[src/rtl/sha256_pkg.sv]
// ---------------------------------------------------------------------------
// sha256_pkg
//
// Shared definitions for the SHA-256 message padder:
//   - pad_state_t       : padder FSM state encoding (also exported on the
//                         padder's debug state output)
//   - BLOCK_WORDS       : number of 32-bit words in one 512-bit block
//   - MAX_BYTES_DEFAULT : largest message, in bytes, that still leaves room
//                         for the 0x80 marker and the 64-bit length field
//                         inside a single block (64 - 1 - 8 = 55)
//   - PAD_BYTE          : marker byte written right after the message
//   - clamp_nbytes()    : limits a last-beat byte count to one beat (8)
// ---------------------------------------------------------------------------
package sha256_pkg;

    localparam int         BLOCK_WORDS       = 16;
    localparam int         MAX_BYTES_DEFAULT = 55;
    localparam logic [7:0] PAD_BYTE          = 8'h80;

    typedef enum logic [2:0] {
        IDLE  = 3'd0,
        LOAD  = 3'd1,
        PAD   = 3'd2,
        START = 3'd3,
        BUSY  = 3'd4,
        DONE  = 3'd5,
        DROP  = 3'd6
    } pad_state_t;

    // A 64-bit beat never carries more than 8 bytes, whatever the sender claims.
    function automatic logic [3:0] clamp_nbytes(input logic [3:0] nb);
        return (nb > 4'd8) ? 4'd8 : nb;
    endfunction

endpackage

[src/rtl/sha256_blk_buf.sv]
// ---------------------------------------------------------------------------
// sha256_blk_buf
//
// 16 x 32-bit block buffer feeding the hash core. Word 0 holds message
// bytes 0..3 with byte 0 in bits [31:24]; word 15 ends up holding the low
// 32 bits of the message bit length once the block is padded.
//
// Every word has its own write enable and write data lane so the padder can
// write two beat words, clear a range, or rewrite the whole block in a
// single cycle. The full contents are exported so the padder can compute
// the padded block from the bytes already stored.
//
// Ports:
//   i_clk      clock, rising edge
//   i_rst_n    synchronous active-low reset, clears every word
//   i_we       per-word write enable
//   i_wdata    per-word write data (lane w goes to word w)
//   i_raddr    combinational read address (driven by the hash core)
//   o_rdata    word at i_raddr
//   o_words    all 16 stored words, lane w = word w
// ---------------------------------------------------------------------------
module sha256_blk_buf
    import sha256_pkg::*;
(
    input  logic                          i_clk,
    input  logic                          i_rst_n,
    input  logic [BLOCK_WORDS-1:0]        i_we,
    input  logic [BLOCK_WORDS-1:0][31:0]  i_wdata,
    input  logic [3:0]                    i_raddr,
    output logic [31:0]                   o_rdata,
    output logic [BLOCK_WORDS-1:0][31:0]  o_words
);

    logic [BLOCK_WORDS-1:0][31:0] r_mem;

    always_ff @(posedge i_clk) begin
        if (!i_rst_n) begin
            r_mem <= '0;
        end else begin
            for (int w = 0; w < BLOCK_WORDS; w++) begin
                if (i_we[w]) begin
                    r_mem[w] <= i_wdata[w];
                end
            end
        end
    end

    // The core addresses words directly; no registering on the read side.
    assign o_rdata = r_mem[i_raddr];
    assign o_words = r_mem;

endmodule

[src/rtl/sha256_msg_pad.sv]
// ---------------------------------------------------------------------------
// sha256_msg_pad
//
// Collects a short message (at most MAX_BYTES bytes) arriving as 64-bit
// beats, builds the single padded SHA-256 block in sha256_blk_buf, starts
// the hash core once, and reports completion. Messages that cannot fit in
// one block are discarded and reported with an err pulse; the core is never
// started for them.
//
// Handshake: a beat (in_data, in_last, in_nbytes) transfers on a rising
// edge where in_valid and in_ready are both high. in_ready is registered
// and depends only on the FSM state, never on in_valid. The sender holds
// its beat stable until it transfers. Non-last beats carry 8 bytes; the
// last beat carries in_nbytes bytes (0..8, larger values count as 8), with
// the first byte in bits [63:56].
//
// Core side: core_update is a one-cycle start pulse issued when core_ready
// is high. The core then reads the block through core_addr/core_word
// (combinational). The run is complete once core_ready has been seen low
// and then high again; done pulses for one cycle at that point.
//
// Ports:
//   clk_i        clock, rising edge
//   rst_i        synchronous active-low reset
//   in_data      message beat
//   in_valid     beat valid
//   in_last      final beat of the message
//   in_nbytes    valid bytes in the final beat
//   in_ready     padder can accept a beat
//   core_ready   hash core idle / finished
//   core_update  start pulse to the hash core
//   core_addr    word address from the hash core
//   core_word    buffer word at core_addr
//   done         one-cycle pulse, digest valid
//   err          one-cycle pulse, oversize message dropped
//   o_dbg_state  current FSM state (pad_state_t encoding)
// ---------------------------------------------------------------------------
module sha256_msg_pad
    import sha256_pkg::*;
#(
    parameter int MAX_BYTES = MAX_BYTES_DEFAULT
)
(
    input  logic        clk_i,
    input  logic        rst_i,
    input  logic [63:0] in_data,
    input  logic        in_valid,
    input  logic        in_last,
    input  logic [3:0]  in_nbytes,
    output logic        in_ready,
    input  logic        core_ready,
    output logic        core_update,
    input  logic [3:0]  core_addr,
    output logic [31:0] core_word,
    output logic        done,
    output logic        err,
    output logic [2:0]  o_dbg_state
);

    // -----------------------------------------------------------------------
    // Registers
    // -----------------------------------------------------------------------
    pad_state_t r_state;
    logic [5:0] r_byte_cnt;   // bytes received in completed non-last beats
    logic [5:0] r_total;      // final message length, valid from PAD onwards
    logic       r_seen_low;   // core_ready observed low since the start pulse
    logic       r_in_ready;
    logic       r_core_update;
    logic       r_done;
    logic       r_err;

    // -----------------------------------------------------------------------
    // Beat accounting
    // -----------------------------------------------------------------------
    logic                         w_accept;
    logic [3:0]                   w_nb;
    logic [3:0]                   w_beat_bytes;
    logic [6:0]                   w_sum;
    logic                         w_over;
    logic [2:0]                   w_beat_idx;

    logic [BLOCK_WORDS-1:0]       w_we;
    logic [BLOCK_WORDS-1:0][31:0] w_wdata;
    logic [BLOCK_WORDS-1:0][31:0] w_buf_words;
    logic [BLOCK_WORDS-1:0][31:0] w_pad_words;

    assign w_accept     = in_valid && r_in_ready;
    assign w_nb         = clamp_nbytes(in_nbytes);
    assign w_beat_bytes = in_last ? w_nb : 4'd8;
    // One spare bit so a count past 63 cannot wrap below MAX_BYTES.
    assign w_sum        = {1'b0, r_byte_cnt} + {3'b000, w_beat_bytes};
    assign w_over       = (w_sum > 7'(MAX_BYTES));
    // r_byte_cnt is always a multiple of 8 while loading, so its upper bits
    // are the index of the beat now arriving.
    assign w_beat_idx   = r_byte_cnt[5:3];

    // -----------------------------------------------------------------------
    // Padded block: keep message bytes, put the marker right after them,
    // zero the rest, then overwrite the length field. Since the message is
    // at most 55 bytes, words 14..15 never hold message data.
    // -----------------------------------------------------------------------
    always_comb begin
        w_pad_words = w_buf_words;
        for (int w = 0; w < BLOCK_WORDS; w++) begin
            for (int b = 0; b < 4; b++) begin
                if (6'(4 * w + b) == r_total) begin
                    w_pad_words[w][31 - 8 * b -: 8] = PAD_BYTE;
                end else if (6'(4 * w + b) > r_total) begin
                    w_pad_words[w][31 - 8 * b -: 8] = 8'h00;
                end
            end
        end
        w_pad_words[14] = 32'h0000_0000;
        w_pad_words[15] = {23'd0, r_total, 3'b000};
    end

    // -----------------------------------------------------------------------
    // Buffer write control
    // -----------------------------------------------------------------------
    always_comb begin
        w_we    = '0;
        w_wdata = '0;
        case (r_state)
            IDLE, LOAD: begin
                if (w_accept && !w_over) begin
                    w_we[{w_beat_idx, 1'b0}]    = 1'b1;
                    w_we[{w_beat_idx, 1'b1}]    = 1'b1;
                    w_wdata[{w_beat_idx, 1'b0}] = in_data[63:32];
                    w_wdata[{w_beat_idx, 1'b1}] = in_data[31:0];
                    // First beat of a message wipes whatever the previous
                    // message left behind (write data lanes are already 0).
                    if (r_state == IDLE) begin
                        for (int w = 2; w < BLOCK_WORDS; w++) begin
                            w_we[w] = 1'b1;
                        end
                    end
                end
            end
            PAD: begin
                w_we    = '1;
                w_wdata = w_pad_words;
            end
            default: begin
            end
        endcase
    end

    sha256_blk_buf u_buf (
        .i_clk   (clk_i),
        .i_rst_n (rst_i),
        .i_we    (w_we),
        .i_wdata (w_wdata),
        .i_raddr (core_addr),
        .o_rdata (core_word),
        .o_words (w_buf_words)
    );

    // -----------------------------------------------------------------------
    // Control FSM. Pulse outputs default low every cycle and are raised only
    // on the transition that owns them.
    // -----------------------------------------------------------------------
    always_ff @(posedge clk_i) begin
        if (!rst_i) begin
            r_state       <= IDLE;
            r_byte_cnt    <= '0;
            r_total       <= '0;
            r_seen_low    <= 1'b0;
            r_in_ready    <= 1'b0;
            r_core_update <= 1'b0;
            r_done        <= 1'b0;
            r_err         <= 1'b0;
        end else begin
            r_core_update <= 1'b0;
            r_done        <= 1'b0;
            r_err         <= 1'b0;

            case (r_state)
                IDLE, LOAD: begin
                    r_in_ready <= 1'b1;
                    if (w_accept) begin
                        if (w_over) begin
                            r_byte_cnt <= '0;
                            if (in_last) begin
                                r_err   <= 1'b1;
                                r_state <= IDLE;
                            end else begin
                                r_state <= DROP;
                            end
                        end else if (in_last) begin
                            r_total    <= w_sum[5:0];
                            r_byte_cnt <= '0;
                            r_in_ready <= 1'b0;
                            r_state    <= PAD;
                        end else begin
                            r_byte_cnt <= w_sum[5:0];
                            r_state    <= LOAD;
                        end
                    end
                end

                PAD: begin
                    r_in_ready <= 1'b0;
                    r_state    <= START;
                end

                START: begin
                    r_in_ready <= 1'b0;
                    if (core_ready) begin
                        r_core_update <= 1'b1;
                        r_seen_low    <= 1'b0;
                        r_state       <= BUSY;
                    end
                end

                BUSY: begin
                    r_in_ready <= 1'b0;
                    // A core that has not yet reacted to the start pulse still
                    // shows ready high; only a low-then-high sequence counts.
                    if (!core_ready) begin
                        r_seen_low <= 1'b1;
                    end else if (r_seen_low) begin
                        r_done  <= 1'b1;
                        r_state <= DONE;
                    end
                end

                DONE: begin
                    r_in_ready <= 1'b1;
                    r_state    <= IDLE;
                end

                DROP: begin
                    r_in_ready <= 1'b1;
                    if (w_accept && in_last) begin
                        r_err   <= 1'b1;
                        r_state <= IDLE;
                    end
                end

                default: begin
                    r_in_ready <= 1'b0;
                    r_state    <= IDLE;
                end
            endcase
        end
    end

    assign in_ready    = r_in_ready;
    assign core_update = r_core_update;
    assign done        = r_done;
    assign err         = r_err;
    assign o_dbg_state = r_state;

endmodule

[config.mk]
export PLATFORM = sky130hd
export DESIGN_NAME = sha256_msg_pad
export DESIGN_NICKNAME = d
export VERILOG_FILES = /design/src/rtl/sha256_pkg.sv /design/src/rtl/sha256_blk_buf.sv /design/src/rtl/sha256_msg_pad.sv
export SDC_FILE = /design/constraint.sdc
export NUM_CORES = 1
export LEC_CHECK = 0
export CAP_MARGIN = 0
export CORE_UTILIZATION = 31
export DETAILED_ROUTE_END_ITERATION = 8
export PLACE_DENSITY = 0.43
export SYNTH_ARGS = -nofsm -noshare
export SYNTH_HDL_FRONTEND = slang
export SYNTH_SLANG_ARGS = --single-unit
[constraint.sdc]
create_clock -name clk_i -period 5.1 [get_ports clk_i]
set_input_delay 0.51 -clock clk_i [delete_from_list [all_inputs] [get_ports clk_i]]
set_output_delay 0.51 -clock clk_i [all_outputs]
set_load 0.005 [all_outputs]
### Logic cells by family

Scale: 1.5 px per um.
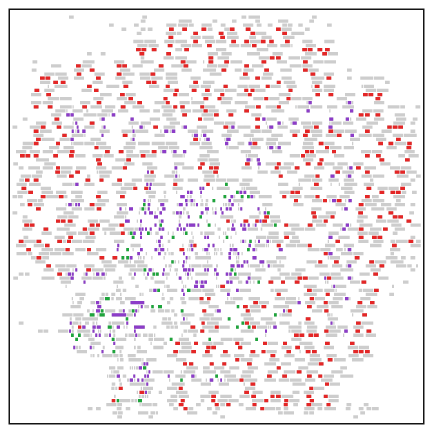
| colour | family | cells | most used |
|---|---|---|---|
| red | non-inverting ao/oa cells | 406 | a32o_1 |
| green | and/or cells | 62 | and3_1 |
| purple | aoi and oai cells | 272 | o21ai_0 |
Commonest Layout Cell: dfxtp_1
Comb/total area: 42.3%

### Routing congestion

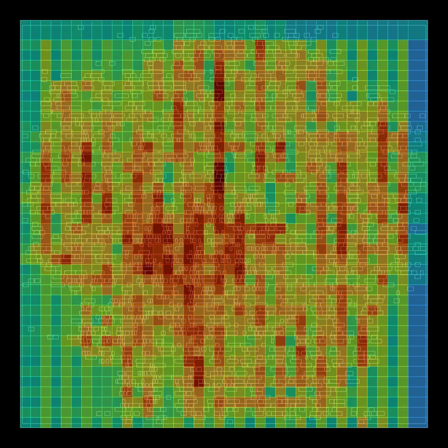
final core utilization: 36.8%
GRT Resource Usage Total: 22.5%
Avg WL per Cell: 28.5 um

### Placement by cell class

Scale: 1.5 px per um. Fill, decap, tap and diode cells in grey.
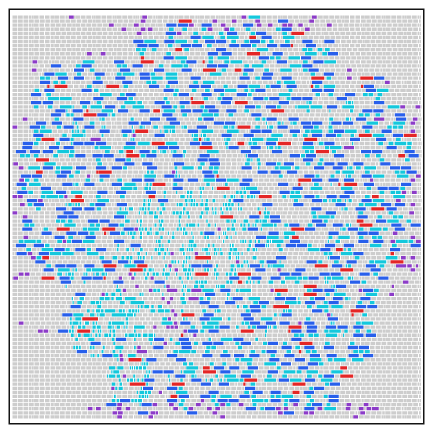
| colour | class | cells |
|---|---|---|
| purple | remaining buffers and delay cells | 171 |
| cyan | remaining logic cells | 1250 |
| red | clock drivers and dummy loads | 108 |
| blue | registers | 532 |
row cnt: 99
flop share of the area: 39.4%
cell area after layout: 27000 sq um
core area: 73500 sq um

==> CHANGELOG.md <==
## Flow update

- Max Cap Viol: 0
- CP Launch Type: input port
- Top area cell types: dfxtp_1 (46%), mux4_2 (16%), a32o_1 (12%)
- Final Wtd Congestion: 0.900
- Syn_area_per_cell: 11.3 sq um
- Number of logged tool warnings: 32
- Final Hold Fails: 0
- Met2 WL: 40700 um
- CP endpoint: u_buf.o_words[357]
- Clock-cell share: 7.52%
- Hold buffers post-CTS: 0
- Status: finished clean
- Met2 GRT Util: 36.4%
- Area leader share: 46.0%
- Largest net degree at the start of global routing: 154
- Non-CTS buffers: 171
- Initial DRC Count: 1608
- Vias in the first global route: 18600
- Hold WS: 0.396 ns
- Die Ht: 275 um
- Die Width: 275 um
- DR vias/cell: 6.23
- Area grow syn2layout: 16.8%
- Total wire length: 86200 um
- Worst path slowest cell: o21ai_1
- Crit path buffers/inverters: 3
- Post-route clock period utilization: 80.6%
- Max reg flops: 512
- P per Cell Area: 432 nW/um^2
- Post-route worst setup slack: 0.992 ns
- Most used DFF post-synth: dfxtp_1
- Metal-1 WL: 37800 um
- Antenna Nets Post-Route: 0
- R2r setup slk: 1.29 ns
- Sequential cell count: 532
- DP Area: 25000 sq um
- Unique cell types: 70
- Reg area: 10700 sq um
- Inverters excl. clock: 13
- CP Depth: 12
### Metal 3

Scale: 1.5 px per um.
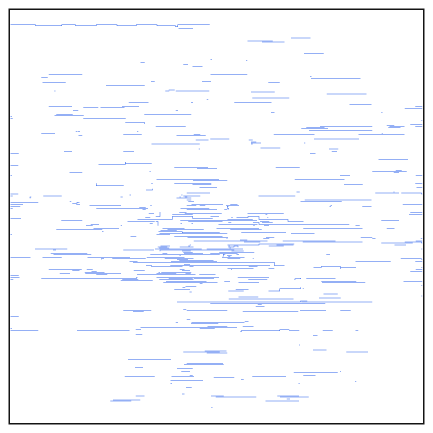
share of all routed wire: 6.5%
longest straight run: 94.1 um
nets with wire on the layer: 226
main direction: horizontal

### Cells by drive strength

Scale: 1.5 px per um.
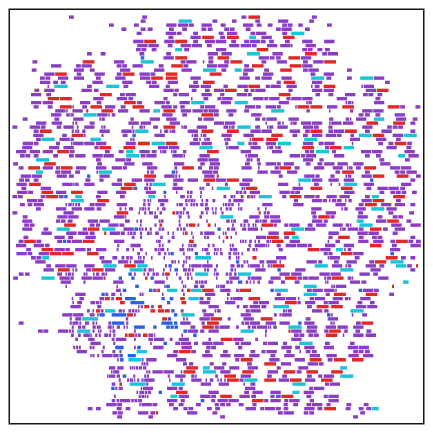
| colour | size | cells |
|---|---|---|
| purple | x1 and smaller | 1706 |
| blue | x3 and x4 | 61 |
| red | x2 | 198 |
| cyan | x6 and larger | 96 |

Power figures rest on the tool's default switching activity, not on a simulated workload.
